Design rr_grant_arbiter, sky130hd; sources not shown.
Placed cells, one color a class:
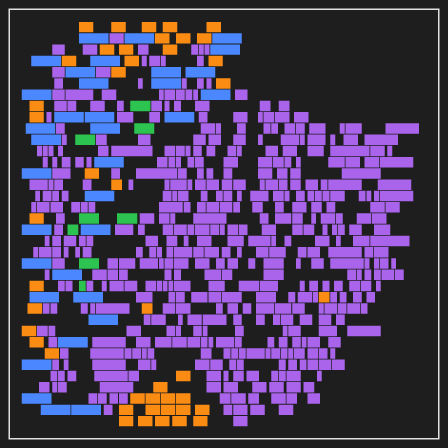
[blue] registers | cells: 34 | share of their area: 14%
[orange] remaining buffers and delay cells | cells: 44 | share of their area: 9.1%
[green] clock drivers and dummy loads | cells: 8 | share of their area: 2.0%
[purple] remaining logic cells | cells: 453 | share of their area: 75%
Util after Layout: 0.5074
fin area: 4913 um^2

Where the registers sit:
Other sequential cells in the stronger gray, the rest of the logic in the fainter gray.
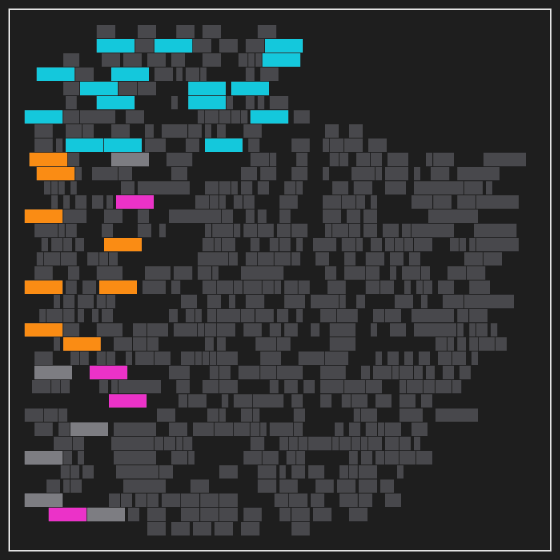
[magenta] last_q | flops: 4
[orange] cnt_q | flops: 8 | where: middle left
[cyan] gnt_o | flops: 16
sequential fraction of total cell area: 0.1385
register area: 680.7 um^2

Routing congestion:
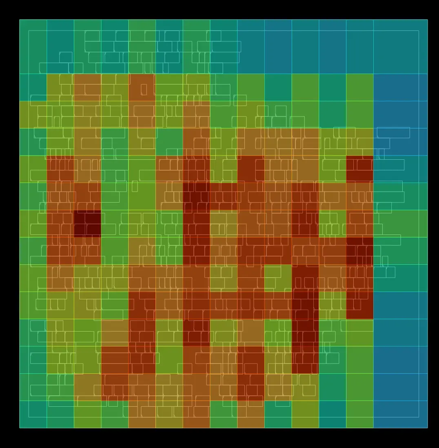
Global Route met1 Usage: 0.3745
met3 Resource Use GR: 0.05175
wire per inst: 21.27 um
All-Layer GR Usage: 0.2730

Drive-strength map:
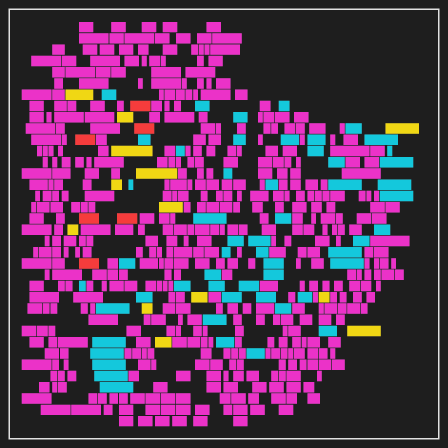
[yellow] x3 and x4 | cells: 13 | share: 2.4% | most used: buf_4
[red] x6 and larger | cells: 6 | share: 1.1% | most used: clkbuf_8
[magenta] x1 and smaller | cells: 466 | share: 86% | most used: nand2_1
[cyan] x2 | cells: 54 | share: 10% | most used: mux4_2
final worst slack: 1.302 ns
Non-clk bufs: 44
Layout area overhead: 10.46%

==> GITHUB_STEP_SUMMARY <==
## PnR job results

| Metric | Value |
|---|---|
| First-pass GRT wire length | 22.50 mm |
| Min cycle time layout | 5.478 ns |
| Worst-Margin Slew | 1.138 ns |
| Slew Viols, Final | 0 |
| Switching power | approximately 1100 uW |
| Worst setup SP type | primary input |
| Hold Crit Class | reg2reg |
| FP Core Util | 0.4593 |
| Slew HR | 0.2401 |
| Io pins | 42 |
| Critical Path RT | 6.97 ns |
| Cycle use final | 0.8080 |
| Levels on crit path | 14 |
| DRC errors left | 0 |
| Post_cts resized | 0 |
| Max reg flops | 16 |
| Buf/Inv on CP | 2 |
| Vias in the first global route | 4176 |
| RSZ-0062 raised after global routing | false |
| Top area cell types | dfxtp_1 15%, mux2i_1 8.3%, mux4_2 7.1% |
| Yosys warning count | 0 |
| Worst path arrival time | 5.67 ns |
| Max-Cap Viols | 0 |
| Syn nets | 557 |
| Cell row count | 36 |
| Clk ins delay skew pair | 0.28 ns |
| Worst setup path category | in2reg |
| Flop and latch count out of synthesis | 34 |
| Nets | 566 |
| Status | completed |
| Leading post-synthesis cells by instance count | 45 x nand2_1, 37 x mux2i_1, 34 x dfxtp_1 |
| Clock transition at path regs | 0.07 ns |
| CTS Buf Count | 5 |
| Flop pwr share | 0.148 |
| Leak | about 0.0018 uW |
| H-tree levels | 2 |
| Max Clock Skew | 0.005987 ns |
| Synth Cell Area | 4448 um^2 |
| Post-synth seq share | 0.1530 |
| WHS Path Cells | 2 |
| # setup viols final | 0 |
| OpenROAD warning count | 30 |
| Vias | 4526 |
| Yosys cell count | 529 |
| Vias/cell | 6.725 |
| Async set or reset register ratio after synthesis | 0 |
| Delay-heaviest family, CP | simple AND/OR/NAND/NOR gates |
| Post-DP HPWL | between 10 and 15 mm |
| Initial drt markers | 528 |
| Clock network fraction of total power | 0.072 |
| Pwr/cell area | 433.9 nW/um^2 |
| Instance count of the mapped netlist | 529 |
| DIE AREA | 10700 um^2 |
| P_int | 1002 uW |
| First-pass detailed-route iteration total | 5 |
| F_max | ~0.18 GHz |
| Sw frac | 0.5299 |
| Die Ht | about 100 um |
| Input/output buffers | 41 |
| Core ar. | 9684 um^2 |
| Max IR drop VDD | around 0.23 mV |
| Dominant Register Cell | dfxtp_1 |
| CTS tree | done |
| Worst path slowest cell | or2_1 |
| TritonCTS Sinks | 34 |
| CP peak stage delay | around 0.64 ns |
| Top cell area share | 0.1530 |
| Die W | 103.4 um |
==> cell usage in the layout, fill, tap and decap left out, drive strengths merged, types with 4 or more instances in the layout <==
cell type      count
inv                9
o31ai              7
or3                5
and2               9
clkdlybuf4s50     41
nor4              12
nand2             47
xnor2              5
a31oi              6
a21o               6
a211oi            11
a21oi             34
nor2              34
nand4              7
dfxtp             34
xor2               6
mux4              17
a22oi              7
mux2              13
clkbuf             6
nand3             11
or2                4
mux2i             44
and3               9
nor3              13
o21ai             24
a211o              5
o211ai             6
and3b              4
a32o               5
nand2b            13
a2111oi            6
a22o               8
ha                 8
nor2b              8
a21boi             5
==> routing by layer <==
| metal | vias up | GRT usage | routed length [um] |
|---|---|---|---|
| met1 | 2161 | 0.3745 | 5944 |
| met2 | 257 | 0.4323 | 6545 |
| met5 | - | 0 | 0 |
| met3 | 31 | 0.05175 | 1489 |
| li1 | 2077 | - | - |
| met4 | 0 | 0.09008 | 336 |
==> cell type report <==
class	count	area [um^2]
Fill cell	940	4771
Multi-Input combinational cell	444	3502
Sequential cell	34	680.7
Timing Repair Buffer	44	432.9
Tap cell	133	166.4
Clock buffer	6	82.58
Inverter	9	33.78
Clock inverter	2	12.51
Antenna cell	1	2.502
==> stage by stage <==
stage / power [uW] / setup slack [ns] / std cells / util / hold slack, ns
after floorplan: 1539 / 2.465 / 529 / - / 0.4487
after global placement: 1899 / 1.365 / 664 / 0.4973 / 0.4449
after detailed placement: 1925 / 1.175 / 664 / 0.4973 / 0.4486
after CTS: 2089 / 1.466 / 672 / 0.5071 / 0.4657
after global routing: 2272 / 0.9974 / 672 / 0.5071 / 0.4854
final: 2132 / 1.302 / 673 / 0.5074 / 0.4617
==> power groups by stage <==
stage                     logic (uW)  clock network, uW  registers, uW
after floorplan                 1270                  0            272
after global placement          1580                  0            318
after detailed placement        1610                  0            319
after CTS                       1610                161            315
after global routing            1780                168            323
final                           1660                153            316
==> kinds of logic (layout without fill, tap and decap cells) <==
| group | count (synthesis) | after routing | synth area share |
|---|---|---|---|
| buf+inv | 51 | 61 | 0.05964 |
| other cells | 0 | 1 | 0 |
| compound gates | 159 | 159 | 0.2706 |
| simple gates | 192 | 192 | 0.2422 |
| flops | 34 | 34 | 0.1530 |
| mux | 74 | 74 | 0.2304 |
| fa+ha+maj | 8 | 8 | 0.02250 |
| xor+xnor | 11 | 11 | 0.02166 |
==> worst register-to-register path: stages (launching register included) <==
cell and delay, ns:
dfxtp_1 0.83, and2_1 0.40, inv_1 0.17, ha_1 0.27
and3b_1 0.41, or2_1 0.65, a2111oi_0 0.30, a21oi_1 0.38
nand2_1 0.17, o311a_1 0.39, o31ai_2 0.47, a21oi_2 0.12
or3_4 0.37, o31ai_1 0.23
Power figures rest on the tool's default switching activity, not on a simulated workload.
